Fig. 1: run 1, nets reached from selected ports
Scale bar: 50 um.
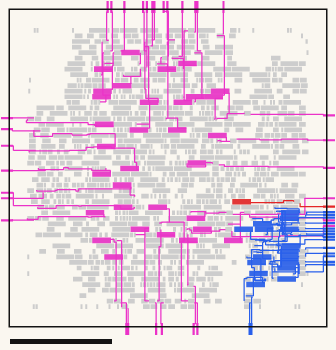
Fig. 2: run 1, sequential cells grouped by signal name
Scale bar: 50 um.
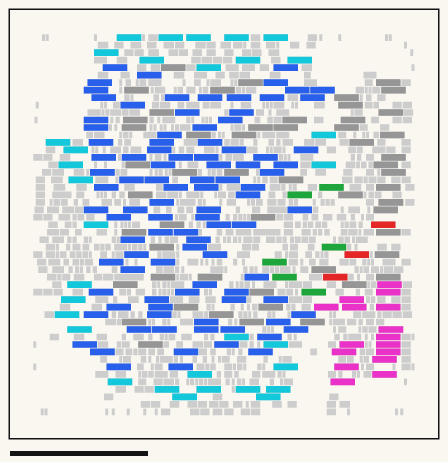
Fig. 3: run 1, cell placement
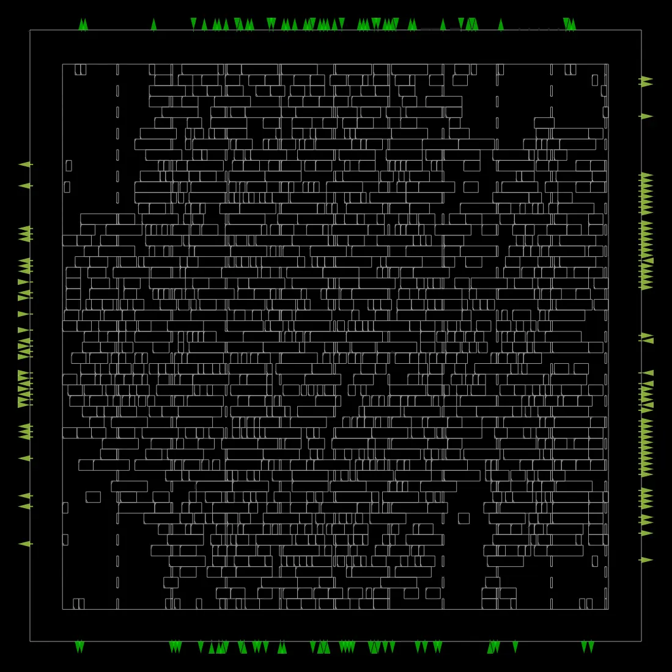
Fig. 4: run 1, cell area per tile
Scale bar: 50 um. The die is cut into 16 by 16 equal tiles; white is low, dark blue is high, 0 to 100% covered.
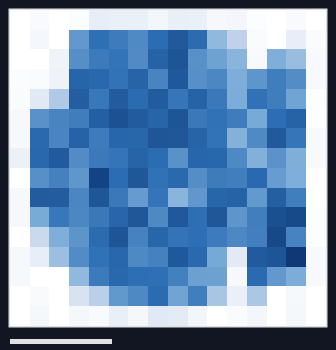
File: config.mk
export PLATFORM = sky130hd
export DESIGN_NAME = video_in_frame_sched
export DESIGN_NICKNAME = d
export VERILOG_FILES = /design/src/rtl/video_in_frame_sched.sv
export SDC_FILE = /design/constraint.sdc
export NUM_CORES = 1
export LEC_CHECK = 0
export CORE_MARGIN = 8
export CORE_UTILIZATION = 50
export CTS_BUF_LIST = sky130_fd_sc_hd__clkbuf_2 sky130_fd_sc_hd__clkbuf_4 sky130_fd_sc_hd__clkbuf_8
export CTS_CLUSTER_DIAMETER = 150
export DETAILED_ROUTE_END_ITERATION = 12
export PLACE_DENSITY = 0.76
export SYNTH_ARGS = -nofsm -noshare
export SYNTH_HDL_FRONTEND = slang
export SYNTH_SLANG_ARGS = --single-unit
File: constraint.sdc
create_clock -name clk -period 8.71 [get_ports clk]
set_clock_uncertainty 0.05 [all_clocks]
set_input_delay 1.742 -clock clk [delete_from_list [all_inputs] [get_ports clk]]
set_output_delay 1.742 -clock clk [all_outputs]
set_load 0.02 [all_outputs]
File: src/rtl/video_in_frame_sched.sv
// Frame-buffer ring scheduler: arms the video store engine per frame and offers the newest
// complete frame to one consumer through claim/release; GO rises two cycles after cfg_en.
module video_in_frame_sched #(
  parameter int p_NB_BUF      = 3,
  parameter int p_FRAME_BYTES = 307200
) (
  input  logic        clk,
  input  logic        RST,
  input  logic        cfg_en,
  input  logic [31:0] cfg_base,
  output logic [31:0] store_ctr,
  output logic [31:0] store_data,
  input  logic        store_irq,
  output logic        frm_valid,
  output logic [31:0] frm_addr,
  input  logic        frm_ready,
  input  logic        frm_release,
  output logic        busy,
  output logic [15:0] frame_cnt,
  output logic [15:0] drop_cnt
);

  localparam int IW = (p_NB_BUF > 2) ? 2 : 1;

  localparam logic [2:0] S_IDLE     = 3'd0;
  localparam logic [2:0] S_PICK     = 3'd1;
  localparam logic [2:0] S_ARM      = 3'd2;
  localparam logic [2:0] S_CAPTURE  = 3'd3;
  localparam logic [2:0] S_WAIT_LOW = 3'd4;

  localparam logic [1:0] B_FREE  = 2'd0;
  localparam logic [1:0] B_FILL  = 2'd1;
  localparam logic [1:0] B_READY = 2'd2;
  localparam logic [1:0] B_HELD  = 2'd3;

  logic [2:0]                     state;
  logic                           go;
  logic                           arm_last;
  logic                           irq_q;
  logic [p_NB_BUF-1:0][1:0]       buf_st;
  logic [p_NB_BUF-1:0][31:0]      buf_addr;
  logic [p_NB_BUF-1:0][1:0]       st_n;
  logic [p_NB_BUF-1:0][31:0]      addr_n;

  logic          any_held;
  logic          ready_found;
  logic          free_found;
  logic [IW-1:0] ready_idx;
  logic [IW-1:0] free_idx;
  logic [IW-1:0] pick_idx;
  logic [31:0]   pick_addr;
  logic          claim;
  logic          rel;
  logic          eof;
  logic          do_pick;
  logic          drop_inc;
  logic          ready_n;
  logic          held_n;
  logic [31:0]   vaddr_n;

  assign store_ctr = {31'd0, go};

  // Descending scan so the lowest-index FREE buffer wins.
  always_comb begin
    any_held    = 1'b0;
    ready_found = 1'b0;
    free_found  = 1'b0;
    ready_idx   = '0;
    free_idx    = '0;
    for (int i = p_NB_BUF - 1; i >= 0; i--) begin
      if (buf_st[i] == B_HELD) any_held = 1'b1;
      if (buf_st[i] == B_READY) begin
        ready_found = 1'b1;
        ready_idx   = IW'(i);
      end
      if (buf_st[i] == B_FREE) begin
        free_found = 1'b1;
        free_idx   = IW'(i);
      end
    end
  end

  assign claim     = frm_valid && frm_ready;
  assign rel       = frm_release && any_held;
  assign eof       = (state == S_CAPTURE) && store_irq && !irq_q;
  // The pick resolves on the edge entering PICK, so store_data settles a full cycle ahead of GO.
  assign do_pick   = cfg_en && ((state == S_IDLE) || ((state == S_WAIT_LOW) && !store_irq));
  assign pick_idx  = free_found ? free_idx : ready_idx;
  assign pick_addr = cfg_base + 32'(p_FRAME_BYTES) * 32'(pick_idx);

  always_comb begin
    st_n     = buf_st;
    addr_n   = buf_addr;
    drop_inc = 1'b0;
    for (int i = 0; i < p_NB_BUF; i++) begin
      if (claim && (buf_st[i] == B_READY)) st_n[i] = B_HELD;
      if (rel && (buf_st[i] == B_HELD)) st_n[i] = B_FREE;
      if (eof) begin
        if (buf_st[i] == B_FILL) begin
          st_n[i] = B_READY;
        end else if ((buf_st[i] == B_READY) && !claim) begin
          st_n[i]  = B_FREE;
          drop_inc = 1'b1;
        end
      end
      if (do_pick && (free_found || ready_found) && (IW'(i) == pick_idx)) begin
        st_n[i]   = B_FILL;
        addr_n[i] = pick_addr;
      end
    end
    if (do_pick && !free_found && ready_found) drop_inc = 1'b1;
  end

  always_comb begin
    ready_n = 1'b0;
    held_n  = 1'b0;
    vaddr_n = frm_addr;
    for (int i = 0; i < p_NB_BUF; i++) begin
      if (st_n[i] == B_READY) begin
        ready_n = 1'b1;
        vaddr_n = addr_n[i];
      end
      if (st_n[i] == B_HELD) held_n = 1'b1;
    end
  end

  always_ff @(posedge clk or posedge RST) begin
    if (RST) begin
      state      <= S_IDLE;
      go         <= 1'b0;
      arm_last   <= 1'b0;
      irq_q      <= 1'b0;
      buf_st     <= '0;
      buf_addr   <= '0;
      store_data <= 32'd0;
      busy       <= 1'b0;
      frame_cnt  <= 16'd0;
      drop_cnt   <= 16'd0;
      frm_valid  <= 1'b0;
      frm_addr   <= 32'd0;
    end else begin
      irq_q     <= store_irq;
      buf_st    <= st_n;
      buf_addr  <= addr_n;
      frm_valid <= ready_n && !held_n;
      frm_addr  <= vaddr_n;
      if (eof) frame_cnt <= frame_cnt + 16'd1;
      if (drop_inc && (drop_cnt != 16'hFFFF)) drop_cnt <= drop_cnt + 16'd1;
      if (do_pick) store_data <= pick_addr;
      case (state)
        S_IDLE: begin
          if (cfg_en) state <= S_PICK;
        end
        S_PICK: begin
          state    <= S_ARM;
          go       <= 1'b1;
          busy     <= 1'b1;
          arm_last <= 1'b0;
        end
        S_ARM: begin
          if (arm_last) begin
            state <= S_CAPTURE;
            go    <= 1'b0;
          end else begin
            arm_last <= 1'b1;
          end
        end
        S_CAPTURE: begin
          if (eof) begin
            state <= S_WAIT_LOW;
            busy  <= 1'b0;
          end
        end
        S_WAIT_LOW: begin
          if (!store_irq) state <= cfg_en ? S_PICK : S_IDLE;
        end
        default: state <= S_IDLE;
      endcase
    end
  end

endmodule
==> results.sh, run 1 <==
# yosys + openroad results
export IMPL_status="completed"
export IMPL_area_delta_synth_final_pct=21.8
export IMPL_yosys_area_top_type="dfrtp_1"
export IMPL_cts_buffers=35
export IMPL_cp_required_ns=9.07
export IMPL_synth_cell_type_count=68
export IMPL_worst_hold_slack_ns=0.418
export IMPL_pre_cts_slack_ns=2.74
export IMPL_synthSimpleGateAreaFrac_pct=13.8
export IMPL_dr_pass1_iters=6
export IMPL_synth_warnings=0
export IMPL_drv_slew=0
export IMPL_swShare_pct=38.4
export IMPL_r2r_end="frm_addr[23]$_DFFE_PP0P_"
export IMPL_nets=1109
export IMPL_finalSetupViolCount=0
export IMPL_critPathKind="in -> reg"
export IMPL_cap_viol_max_count=0
export IMPL_grt_pass1_vias=7145
export IMPL_adder_share_pct=1.75
export IMPL_ir_worst_vdd_v=0.000211
export IMPL_slowest_delay_ns=1.02
export IMPL_synth_edff_count=0
export IMPL_clock_power_share_pct=20.2
export IMPL_hpwl_um=15800
export IMPL_cts_resized=0
export IMPL_drt_iter0_markers=504
export IMPL_crit_fanout=45
export IMPL_p_seq_share_pct=35.9
export IMPL_antenna_found_initial=0
export IMPL_h_tree_depth=2
export IMPL_grt_pass1_wl_um=38000
export IMPL_top_cells_by_count="dfrtp_1, nand2_1, o21ai_0, mux2_2, nor2_1"
export IMPL_timing_final_crit_period_ns=5.41
export IMPL_met1_length_um=10600
export IMPL_cp_num_buf_inv=1
export IMPL_path_cells="clkdlybuf4s50_1 > a21boi_1 > nand2_2 > o22ai_4 > nand3_2 > o221a_2"
export IMPL_synth_area_per_cell_um2=10.5
export IMPL_holdPathStages=2
export IMPL_final_cell_area_mm2=0.0119
export IMPL_dr_wl_met2_um=11200
export IMPL_insertion_delay_ns=0.52
export IMPL_synthArstFlopShare_pct=100
export IMPL_rsz0062_at_grt="false"
export IMPL_core_util_floorplan_pct=50.6
export IMPL_r2r_cells=11
export IMPL_postPlaceCellArea_mm2=0.0112
export IMPL_syn_cell_area_mm2=0.00974
export IMPL_cts_tree="built"
Back to the opening pictures, Fig. 1:
- frm_valid: red (bits 1; direction output; edge right; end cells 1; buffers 1; wire 36.2 um)
- frm_addr: magenta (bits 32; direction output; edge 13 top, 7 left, 6 right, 6 bottom; end cells 32; buffers 32; wire 1850 um)
- frame_cnt: blue (bits 16; direction output; edge 14 right, 2 bottom; end cells 16; buffers 16; wire 684 um)
# IOs: 168
Buffers on Ports: 136

Back to the opening pictures, Fig. 2:
- buf_addr: blue (placed flops 96)
- store_data: cyan (placed flops 32)
- buf_st: green (placed flops 6)
- frame_cnt: magenta (placed flops 16; where bottom right)
- state: red (placed flops 3)
Core Util, Final: 61.6%
sequential power: 1.58 mW

Back to the opening pictures, Fig. 3:
FP Rows: 51
fin cells: 1344
Seq/total area: 43.4%
well tap count: 265
Fillers: 1612

Back to the opening pictures, Fig. 4:
- tiles over 75% full: 26%
- fullest tile: 96%
- nearly empty tiles: 12%
- mean over tiles: 48%

run 1: state kept, by name (all words and copies together), names as in the netlist:
signal      flops
buf_addr       96
frm_addr       32
store_data     32
drop_cnt       16
frame_cnt      16
buf_st          6
state           3
arm_last        1
busy            1
frm_valid       1
go              1
irq_q           1
run 1: cell usage in the layout (no fill, tap or decap), types with 6 or more instances in the layout:
cell type / synthesis / layout
dfrtp_1: 206 / 206
clkbuf_4: 0 / 13
ha_1: 12 / 12
a31oi_1: 15 / 15
conb_1: 1 / 31
o211ai_1: 7 / 7
nor2_1: 45 / 45
mux2i_1: 6 / 6
or3_1: 8 / 8
nand2_1: 155 / 154
nand3_1: 27 / 27
clkdlybuf4s50_1: 0 / 136
inv_1: 12 / 11
o221ai_1: 6 / 6
nand4_1: 11 / 11
xor2_1: 12 / 12
a211oi_1: 6 / 6
o21bai_1: 11 / 11
mux2_2: 70 / 70
and3_1: 9 / 9
o21ai_1: 9 / 9
buf_4: 34 / 7
o21ai_0: 73 / 73
clkbuf_8: 0 / 42
xnor2_1: 34 / 34
a21o_1: 7 / 7
nor3_1: 12 / 11
a21oi_1: 22 / 22
run 1: worst reg2reg max path: cells and delay by family (launching register included):
family	cells	cell delay, ns
xor+xnor	1	0.38
flops	1	0.53
simple gates	2	0.77
fa+ha+maj	2	0.69
compound gates	5	1.70
buf+inv	1	0.06
run 1: area by class of cell:
cell class	instances	area (um2)	area share, %
inverters	14	60.1	0.506
well taps	265	332	2.79
clock buffers	55	676	5.69
flip-flops and latches	206	5150	43.4
repair buffers	143	1410	11.9
clock inverters	3	42.5	0.358
multi-input cells	658	4190	35.3
run 1: layer usage:
layer / track usage (%) / vias up
met3: 4.43 / 33
li1: - / 3461
met2: 31.3 / 223
met1: 26.1 / 3604
met4: 6.05 / 0
met5: 0 / -
==> run 2, diff against run 1 <==
--- a/config.mk
+++ b/config.mk
@@ -10,7 +10,7 @@
 export CTS_BUF_LIST = sky130_fd_sc_hd__clkbuf_2 sky130_fd_sc_hd__clkbuf_4 sky130_fd_sc_hd__clkbuf_8
 export CTS_CLUSTER_DIAMETER = 150
 export DETAILED_ROUTE_END_ITERATION = 12
-export PLACE_DENSITY = 0.76
+export PLACE_DENSITY = 0.79
 export SYNTH_ARGS = -nofsm -noshare
 export SYNTH_HDL_FRONTEND = slang
 export SYNTH_SLANG_ARGS = --single-unit
==> constraint.sdc (replaced) <==
create_clock -name clk -period 4.5 [get_ports clk]
set_clock_uncertainty 0.05 [all_clocks]
set_input_delay 0.9 -clock clk [delete_from_list [all_inputs] [get_ports clk]]
set_output_delay 0.9 -clock clk [all_outputs]
set_load 0.02 [all_outputs]
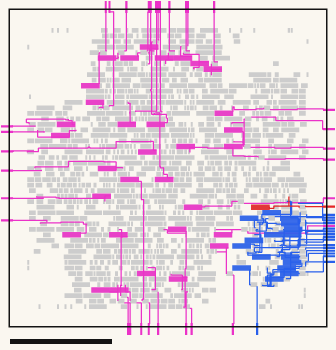
Fig. 5. Nets reached from selected ports (run 2).
Scale bar: 50 um.

==> results.sh, run 2 <==
# yosys + openroad results
export IMPL_status="completed"
export IMPL_final_cell_mix="dfrtp_1, nand2_1, clkdlybuf4s50_1"
export IMPL_num_io_pins=168
export IMPL_area_delta_synth_final_pct=22.8
export IMPL_swShare_pct=38.8
export IMPL_cts_tree="built"
export IMPL_nets=1125
export IMPL_cap_viol_max_count=0
export IMPL_holdPathStages=2
export IMPL_fill_cells=1571
export IMPL_finalSetupViolCount=0
export IMPL_drt_iter0_markers=529
export IMPL_timing_final_crit_period_ns=3.94
export IMPL_ir_worst_vdd_v=0.000468
export IMPL_drv_slew=0
export IMPL_seq_power_mw=3.04
export IMPL_yosys_area_top_type="dfrtp_1"
export IMPL_p_seq_share_pct=35.7
export IMPL_grt_pass1_vias=7566
export IMPL_clock_power_share_pct=18.9
export IMPL_r2r_cells=11
export IMPL_regArea_mm2=0.00515
export IMPL_io_buffer_count=136
export IMPL_hpwl_um=17000
export IMPL_cts_buffers=35
[run 2: cell counts after synthesis]
No cell type changed its count.
[run 2: cells by family (layout without fill, tap and decap cells)]
| group | count (synthesis) | after routing | synth area share [%] |
|---|---|---|---|
| compound gates | 197 | 197 | 13.2 |
| xor+xnor | 46 | 46 | 4.14 |
| fa+ha+maj | 13 | 13 | 1.75 |
| buf+inv | 94 | 231 | 5.50 |
| flops | 206 | 206 | 52.9 |
| mux | 76 | 76 | 8.71 |
| other cells | 1 | 31 | 0.0385 |
| simple gates | 295 | 295 | 13.8 |
[run 2: cell type report]
class,instances,area share (%)
multi-input cells,658,35.0
well taps,265,2.77
inverters,14,0.471
flip-flops and latches,206,43.1
clock buffers,53,5.31
repair buffers,159,13.0
clock inverters,5,0.272
[run 2: per-stage QoR]
| step | util, % | area [um2] |
|---|---|---|
| CTS | 62.1 | 12000 |
| global route | 62.1 | 12000 |
| global placement | 58.6 | 11300 |
| finish | 62.1 | 12000 |
| detailed placement | 58.6 | 11300 |
| floorplan | - | 9860 |
[run 2: worst max-delay path: stages (launching register included)]
cell	delay (ns)
dfrtp_1	0.51
o22ai_1	0.14
or3_1	0.62
ha_1	0.40
inv_1	0.07
ha_1	0.29
a211oi_1	0.25
nor3_1	0.11
o211ai_1	0.69
xor2_1	0.28
a211o_1	0.32
a31oi_1	0.15
[run 2: per-layer routing]
layer / share of wire [%] / track usage (%) / wire, um / vias to the layer above
met2: 46 / 31.6 / 11000 / 278
met3: 6.9 / 4.27 / 1650 / 45
li1: - / - / - / 3484
met1: 45 / 26.7 / 10900 / 3655
met4: 2.2 / 6.75 / 530 / 0
met5: 0 / 0 / 0 / -
==> run 3, diff against run 2 <==
--- a/config.mk
+++ b/config.mk
@@ -9,6 +9,7 @@
 export CORE_UTILIZATION = 50
 export CTS_BUF_LIST = sky130_fd_sc_hd__clkbuf_2 sky130_fd_sc_hd__clkbuf_4 sky130_fd_sc_hd__clkbuf_8
 export CTS_CLUSTER_DIAMETER = 150
+export CTS_CLUSTER_SIZE = 16
 export DETAILED_ROUTE_END_ITERATION = 12
 export PLACE_DENSITY = 0.79
 export SYNTH_ARGS = -nofsm -noshare
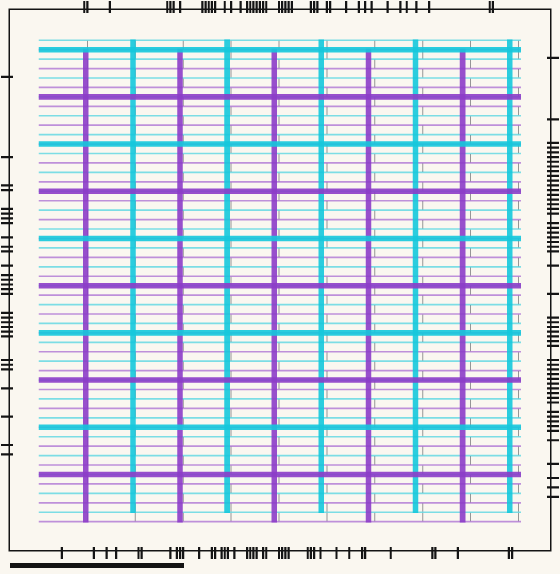
Fig. 6. Floorplan with the power grid (run 3).
Scale bar: 50 um. Pins as bars on the die edge. Tap cells in gray.
- VSS: purple
- VDD: cyan
- met1 rails: 52
- met4 straps: 10
- rows: 51
- tap cells: 265
- met5 straps: 10
die width: 156 um
CORE AREA: 0.0193 mm2

==> results.sh, run 3 <==
# yosys + openroad results
export IMPL_cts_buffers=16
export IMPL_timing_final_crit_period_ns=4.02
export IMPL_path_common_cell="ha_1"
export IMPL_finalSetupViolCount=0
export IMPL_top_cell_area_share_pct=52.9
export IMPL_r2r_cells=11
export IMPL_synthSimpleGateAreaFrac_pct=13.8
export IMPL_ys_cells=928
export IMPL_p_seq_share_pct=38.8
export IMPL_final_cell_mix="dfrtp_1, nand2_1, clkdlybuf4s50_1"
export IMPL_area_delta_synth_final_pct=18.4
export IMPL_num_io_pins=168
export IMPL_largest_register="buf_addr"
export IMPL_netlist_logic_family_top="simple AND/OR/NAND/NOR gates"
export IMPL_yosys_area_top_type="dfrtp_1"
export IMPL_ys_ff=206
export IMPL_nets=1106
export IMPL_holdPathStages=2
export IMPL_xor_share_pct=4.14
export IMPL_fill_cells=1624
export IMPL_ir_worst_vdd_v=0.000370
export IMPL_io_buffer_count=136
export IMPL_slowest_delay_ns=0.71
export IMPL_status="completed"
export IMPL_cp_slowest_cell="o211ai_1"
export IMPL_ys_sh_aoi_pct=13.2
export IMPL_drv_slew=0
export IMPL_worstSetupStartpoint="buf_st[2]$_DFF_PP0_"
export IMPL_grt_pass1_vias=7307
export IMPL_largest_registers="buf_addr (96), frm_addr (32), store_data (32)"
export IMPL_cts_resized=0
export IMPL_place_gp_congestion=0.844
export IMPL_hpwl_um=17000
export IMPL_cts_tree="built"
export IMPL_cts_sinks=206
export IMPL_path_cells="o22ai_1 > or3_1 > ha_1 > inv_1 > ha_1 > a211oi_1 > nor3_1 > o211ai_1 > xor2_1 > a211o_1 > a31oi_1"
export IMPL_cp_top_family="AND-OR/OR-AND gates"
export IMPL_seq_power_mw=3.03
export IMPL_dr_pass1_iters=5
export IMPL_adder_share_pct=1.75
export IMPL_cap_viol_max_count=0
export IMPL_cp_num_buf_inv=1
export IMPL_clock_power_share_pct=11.9
export IMPL_swShare_pct=40.4
export IMPL_mux_share_pct=8.71
export IMPL_drt_iter0_markers=549
export IMPL_insertion_delay_ns=0.52
==> run 3: cell counts after synthesis <==
No cell type changed its count.
==> run 3: how the worst max path moves through the flow <==
stage,slack [ns],endpoint,depth (start not counted)
2_1_floorplan,0.88,arm_last$_DFFE_PP0P_,1
3_3_place_gp,0.72,frm_addr[23]$_DFFE_PP0P_,11
3_5_place_dp,0.63,frm_addr[23]$_DFFE_PP0P_,11
4_1_cts,0.58,frm_addr[23]$_DFFE_PP0P_,11
5_1_grt,0.21,frm_addr[23]$_DFFE_PP0P_,11
6_report,0.48,frm_addr[23]$_DFFE_PP0P_,11
==> run 3: cells by family after synthesis <==
group                    after synthesis
AND/OR/NAND/NOR                      295
flip-flops                           206
AND-OR/OR-AND                        197
buffers and inverters                 94
multiplexers                          76
XOR/XNOR                              46
adder cells (fa/ha/maj)               13
other                                  1
==> run 3: final cells by class <==
class,count,area [um2],area share (%)
inverters,14,56.3,0.488
repair buffers,159,1560,13.5
well taps,265,332,2.87
multi-input cells,658,4190,36.3
flip-flops and latches,206,5150,44.7
clock buffers,18,248,2.15
==> run 3: layer usage <==
layer	up-vias	GRT usage (%)	wire [um]
li1	3422	-	-
met1	3638	26.7	10900
met2	232	31.5	10900
met3	29	3.49	1520
met4	0	4.67	401
met5	-	0	0
==> run 3: through the flow <==
| step | instance area (um2) | utilization (%) | setup WS (ns) |
|---|---|---|---|
| 2_1_floorplan | 9860 | - | 0.878 |
| 3_3_place_gp | 11300 | 58.6 | 0.724 |
| 3_5_place_dp | 11300 | 58.6 | 0.626 |
| 4_1_cts | 11500 | 59.9 | 0.583 |
| 5_1_grt | 11500 | 59.9 | 0.211 |
| 6_report | 11500 | 59.9 | 0.481 |
Power figures rest on the tool's default switching activity, not on a simulated workload.
